==> config.mk <==
export PLATFORM = sky130hd
export DESIGN_NAME = mul_share_arb
export DESIGN_NICKNAME = d
export VERILOG_FILES = /design/src/rtl/mul_share_arb_pkg.sv /design/src/rtl/mul_share_arb_rr_arb2.sv /design/src/rtl/mul_share_arb.sv
export SDC_FILE = /design/constraint.sdc
export NUM_CORES = 1
export LEC_CHECK = 0
export ABC_CLOCK_PERIOD_IN_PS = 1940
export CORE_AREA = 2 2 254 256
export CTS_CLUSTER_SIZE = 16
export DETAILED_ROUTE_END_ITERATION = 10
export DIE_AREA = 0 0 256 258
export PLACE_DENSITY = 0.5
export SLEW_MARGIN = 20
export SYNTH_ARGS = -nofsm -noshare
export SYNTH_HDL_FRONTEND = slang
export SYNTH_HIERARCHICAL = 1
export SYNTH_SLANG_ARGS = --single-unit
==> constraint.sdc <==
create_clock -name clk -period 1.94 [get_ports clk]
set_input_delay 0.388 -clock clk [delete_from_list [all_inputs] [get_ports clk]]
set_output_delay 0.388 -clock clk [all_outputs]
set_load 0.005 [all_outputs]
==> src/rtl/mul_share_arb_pkg.sv <==
// Shared definitions for mul_share_arb: FSM state encoding, default
// parameter values and the watchdog counter width.
package mul_share_arb_pkg;

   typedef enum logic [1:0] {
      IDLE  = 2'b00,
      RUN   = 2'b01,
      RESP  = 2'b10,
      CLEAR = 2'b11
   } state_e;

   localparam int DEF_WIDTH   = 64;
   localparam int DEF_TIMEOUT = 80;
   localparam int TMO_CNT_W   = 7;

endpackage

==> src/rtl/mul_share_arb_rr_arb2.sv <==
// rr_arb2: combinational two-requester round-robin arbiter with one-hot grant.
// On a collision the port opposite last_grant wins; a lone requester always wins.
module rr_arb2 (
   input  logic [1:0] req_valid,
   input  logic       last_grant,
   output logic [1:0] grant
);

   always_comb begin
      grant = 2'b00;
      if (req_valid == 2'b11) begin
         grant = last_grant ? 2'b01 : 2'b10;
      end else begin
         grant = req_valid;
      end
   end

endmodule

==> src/rtl/mul_share_arb.sv <==
// mul_share_arb: shares one sequential multiplier between two requesters.
// Optional RUN watchdog enabled by defining MUL_SHARE_ARB_TIMEOUT_EN.
module mul_share_arb
   import mul_share_arb_pkg::*;
#(
   parameter int WIDTH   = DEF_WIDTH,
   parameter int TIMEOUT = DEF_TIMEOUT
) (
   input  logic                 clk,
   input  logic                 reset,
   input  logic [1:0]           req_valid,
   output logic [1:0]           req_ready,
   input  logic [WIDTH-1:0]     req_a0,
   input  logic [WIDTH-1:0]     req_b0,
   input  logic [WIDTH-1:0]     req_a1,
   input  logic [WIDTH-1:0]     req_b1,
   output logic [1:0]           resp_valid,
   input  logic [1:0]           resp_ready,
   output logic [2*WIDTH-1:0]   resp_result,
   output logic                 resp_err,
   output logic                 m_op_start,
   output logic                 m_op_clear,
   output logic [WIDTH-1:0]     m_multiplicand,
   output logic [WIDTH-1:0]     m_multiplier,
   input  logic                 m_op_done,
   input  logic [2*WIDTH-1:0]   m_result
);

   state_e               state_q, state_d;
   logic                 last_grant_q, last_grant_d;
   logic [WIDTH-1:0]     mcand_q, mcand_d;
   logic [WIDTH-1:0]     mplier_q, mplier_d;
   logic [2*WIDTH-1:0]   result_q, result_d;
   logic [1:0]           arb_grant;
   logic                 grant_take;
   logic                 timeout_hit;

   rr_arb2 u_rr_arb2 (
      .req_valid  (req_valid),
      .last_grant (last_grant_q),
      .grant      (arb_grant)
   );

   assign grant_take = (state_q == IDLE) && (req_valid != 2'b00);

`ifdef MUL_SHARE_ARB_TIMEOUT_EN
   logic [TMO_CNT_W-1:0] tmo_cnt_q, tmo_cnt_d;
   logic                 err_q, err_d;

   // Counter is zero on RUN entry, so it reads TIMEOUT-1 in the last allowed RUN cycle.
   assign timeout_hit = (state_q == RUN) && (tmo_cnt_q == TMO_CNT_W'(TIMEOUT - 1));

   always_comb begin
      tmo_cnt_d = '0;
      if (state_q == RUN) begin
         tmo_cnt_d = tmo_cnt_q + 1'b1;
      end
   end

   always_comb begin
      err_d = err_q;
      if (state_q == RUN) begin
         if (m_op_done) begin
            err_d = 1'b0;
         end else if (timeout_hit) begin
            err_d = 1'b1;
         end
      end
   end

   always_ff @(posedge clk) begin
      if (reset) begin
         tmo_cnt_q <= '0;
         err_q     <= 1'b0;
      end else begin
         tmo_cnt_q <= tmo_cnt_d;
         err_q     <= err_d;
      end
   end

   assign resp_err = err_q;
`else
   logic unused_timeout;

   assign unused_timeout = (TIMEOUT == 0);
   assign timeout_hit    = 1'b0;
   assign resp_err       = 1'b0;
`endif

   // State register
   always_ff @(posedge clk) begin
      if (reset) begin
         state_q <= IDLE;
      end else begin
         state_q <= state_d;
      end
   end

   // Next-state logic; m_op_done outside RUN is deliberately ignored.
   always_comb begin
      state_d = state_q;
      case (state_q)
         IDLE: begin
            if (req_valid != 2'b00) begin
               state_d = RUN;
            end
         end
         RUN: begin
            if (m_op_done || timeout_hit) begin
               state_d = RESP;
            end
         end
         RESP: begin
            if (resp_ready[last_grant_q]) begin
               state_d = CLEAR;
            end
         end
         CLEAR: begin
            state_d = IDLE;
         end
         default: begin
            state_d = IDLE;
         end
      endcase
   end

   // Output decode; req_ready is held low while reset is asserted so no
   // requester believes a transfer happened that the FSM then discards.
   always_comb begin
      req_ready  = 2'b00;
      resp_valid = 2'b00;
      m_op_start = 1'b0;
      m_op_clear = 1'b0;
      case (state_q)
         IDLE: begin
            if (!reset) begin
               req_ready = arb_grant;
            end
         end
         RUN: begin
            m_op_start = 1'b1;
         end
         RESP: begin
            m_op_start                 = 1'b1;
            resp_valid[last_grant_q]   = 1'b1;
         end
         CLEAR: begin
            m_op_start = 1'b1;
            m_op_clear = 1'b1;
         end
         default: begin
            m_op_start = 1'b0;
         end
      endcase
   end

   // last_grant doubles as the index of the port currently being served.
   always_comb begin
      last_grant_d = last_grant_q;
      mcand_d      = mcand_q;
      mplier_d     = mplier_q;
      result_d     = result_q;
      if (grant_take) begin
         last_grant_d = arb_grant[1];
         mcand_d      = arb_grant[1] ? req_a1 : req_a0;
         mplier_d     = arb_grant[1] ? req_b1 : req_b0;
      end
      if (state_q == RUN) begin
         if (m_op_done) begin
            result_d = m_result;
         end else if (timeout_hit) begin
            result_d = '0;
         end
      end
   end

   always_ff @(posedge clk) begin
      if (reset) begin
         last_grant_q <= 1'b1;
         mcand_q      <= '0;
         mplier_q     <= '0;
         result_q     <= '0;
      end else begin
         last_grant_q <= last_grant_d;
         mcand_q      <= mcand_d;
         mplier_q     <= mplier_d;
         result_q     <= result_d;
      end
   end

   assign m_multiplicand = mcand_q;
   assign m_multiplier   = mplier_q;
   assign resp_result    = result_q;

endmodule

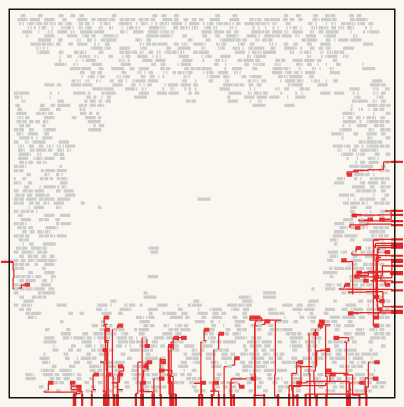
**Above:** nets reached from selected ports.
Scale: 1.5 px per um.
Red marks req_b0, direction input, end cells 64, buffers 64, wire 2,290 um.

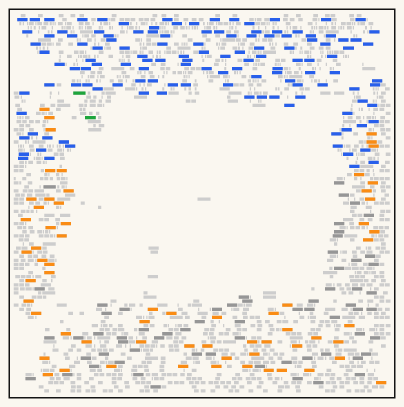
**Above:** sequential cells grouped by signal name.
Scale: 1.5 px per um. Other sequential cells in the stronger gray, the rest of the logic in the fainter gray.
Blue marks resp_result, sequential cells 128. Orange marks m_multiplicand, sequential cells 64. Green marks state_q, sequential cells 2.
Another 65 sequential cells are not colored.

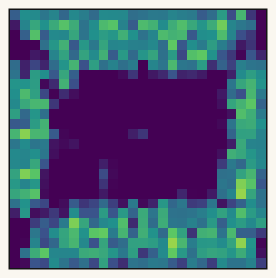
**Above:** cell density map.
Scale: 1 px per um. The die is cut into 26 by 26 equal tiles; dark purple is low, yellow is high, 0 to 100% covered.
1.5% of the tiles are over 75% full. The emptiest ninth of the die: middle. The fullest tile reaches 84%. The mean over all tiles is 28%. The densest ninth of the die: bottom right.

==> CHANGELOG.md <==
### Changed

- Outcome: completed
- Residual DRC: 0
- Max Transition Viols Final: 0
- Largest net degree at the start of global routing: 77
- Hold Vio Cnt, Final: 0
- Post-layout period usage: 97.8%
- Clk_skew: 22.8 ps
- CTS tree: built
- Row count: 93
- Fp util: 17.0%
- Count of library flops with an enable pin: 0
- Setup Buffers After CTS: 3
- Hold Crit Class: input port to flip-flop
- Routability cong.: 0.857
- Design area: 19,700 um^2
- Adder Area Share: 0.579%
- Leak: 7.11 nW
- First drt pass iteration count: 7
- Worst vdd rail ir drop: 0.524 mV
- Worst R2R Start: state_q[1]$_SDFFE_PP0P_
- Worst path top cell family by delay: flip-flops
- Cell taking the most area after synthesis: dfxtp_1
- Compound Share, Synth: 19.9%
- Drt total wl: 46.0 mm
- Antenna cells: 2
- Tot Pwr: 23.5 mW
- CP endpoint: req_ready[1]
- Slowest cell on crit path: dfxtp_4
- Yosys reg bits: 259
- Worst Path Max Fanout: 4
- MaxCap Viol Count: 0
- Top logic family: AND-OR/OR-AND gates
- Hold Path Depth: 2
- Bufs w/o clock: 722
- R2R setup slack: 130 ps
- Hold_sp: reset
- Input/output buffers: 652
- Syn Nets: 1,556
- Vias after detailed routing: 10,600
- Post-Syn Area: 10,800 um^2
- Largest cells by area after synthesis: dfxtp_1 48%, mux2i_1 12%, a211oi_2 12%, nand2_1 8.9%, a21oi_1 5.9%
- Grt met2 use: 23.5%
- Crit path from: state_q[1]$_SDFFE_PP0P_
- Critical Path RT: 1550 ps
- Final setup violation count: 0
- Number of global-route vias before repair: 10,700
- Worst hold path endpoint: resp_result[14]$_SDFFE_PP0P_
- Share of layout cells above drive strength 1: 12.6%
- Clock transition at path regs: 60 ps
- Root Buffer: clkbuf_16
- Dominant kind of cell: non-clock buffers
- CTS hold repair buffers: 0
- Dpl ws: -317 ps
- F_max: 0.527 GHz
- Mi-comb count: 794
- Syn-to-layout area delta: 82.6%
- Max_slew headroom: 65.7%
- Die ar.: 66,000 um^2
- Skew-Pair Late Insertion Delay: 530 ps
- Synth cell count leaders: 259 x dfxtp_1, 257 x nand2_1, 131 x mux2i_1
- Die Ht: 258 um
- WHS: 123 ps
- Worst R2R Path Depth: 9
- Main synth FF type: dfxtp_1
- Vias/cell: 3.94
- Initial antenna violation count: 3
- Htree depth: 2
- Critical path class: flip-flop to output port
- Setup TNS: 0 ps
- Area leader share: 48.0%
- NumNets Final: 2,212
- Tool warnings: 32
- # IOs: 654
- Non-clock buffer share: 37.2%
- Most used logic cell in the final layout: clkdlybuf4s50_1
- Ys cells: 1,160
- Yosys warnings: 6
- Synth Instances: 1,160
- CP cell instances: inv_4 > ha_4 > buf_6 > and3b_1 > clkbuf_2
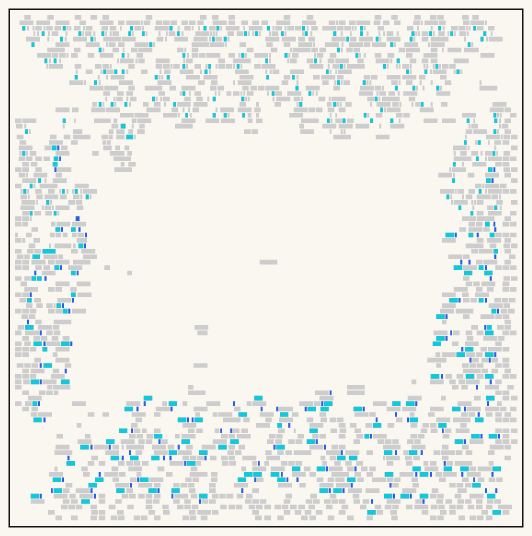
**Above:** gate families picked out.
Scale: 2 px per um.
Blue marks nor cells, cells 130. Cyan marks aoi and oai cells, cells 260, where widely spread.

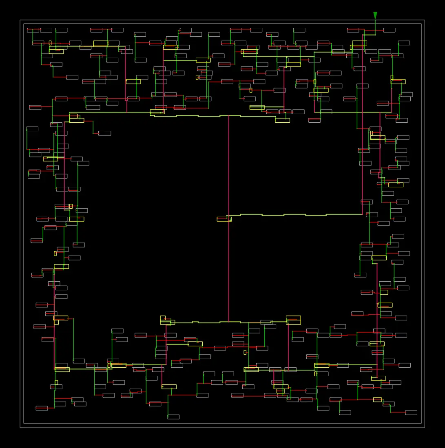
**Above:** clock routing.
CLK BUF: 51
Clock group: 5.88 mW
flop count: 259
Sink Count: 259
CTS buffer count: 34

## state kept, by name (all words and copies together), names as in the netlist
| name | flops |
|---|---|
| resp_result | 128 |
| m_multiplicand | 64 |
| m_multiplier | 64 |
| state_q | 2 |
| last_grant_q | 1 |
## where the power goes
| group | internal, mW | switching [mW] | total, mW |
|---|---|---|---|
| Sequential | 6.72 | 0.754 | 7.47 |
| Clock | 3.45 | 2.42 | 5.88 |
| Combinational | 5.52 | 4.64 | 10.2 |
## metal layers
layer  vias up  part of all wire [%]
li1       5267                     -
met1      4926                    40
met2       340                    51
met3        75                   5.9
met4         0                   3.1
met5         -                     0
Power is estimated from default activity; no workload was simulated.
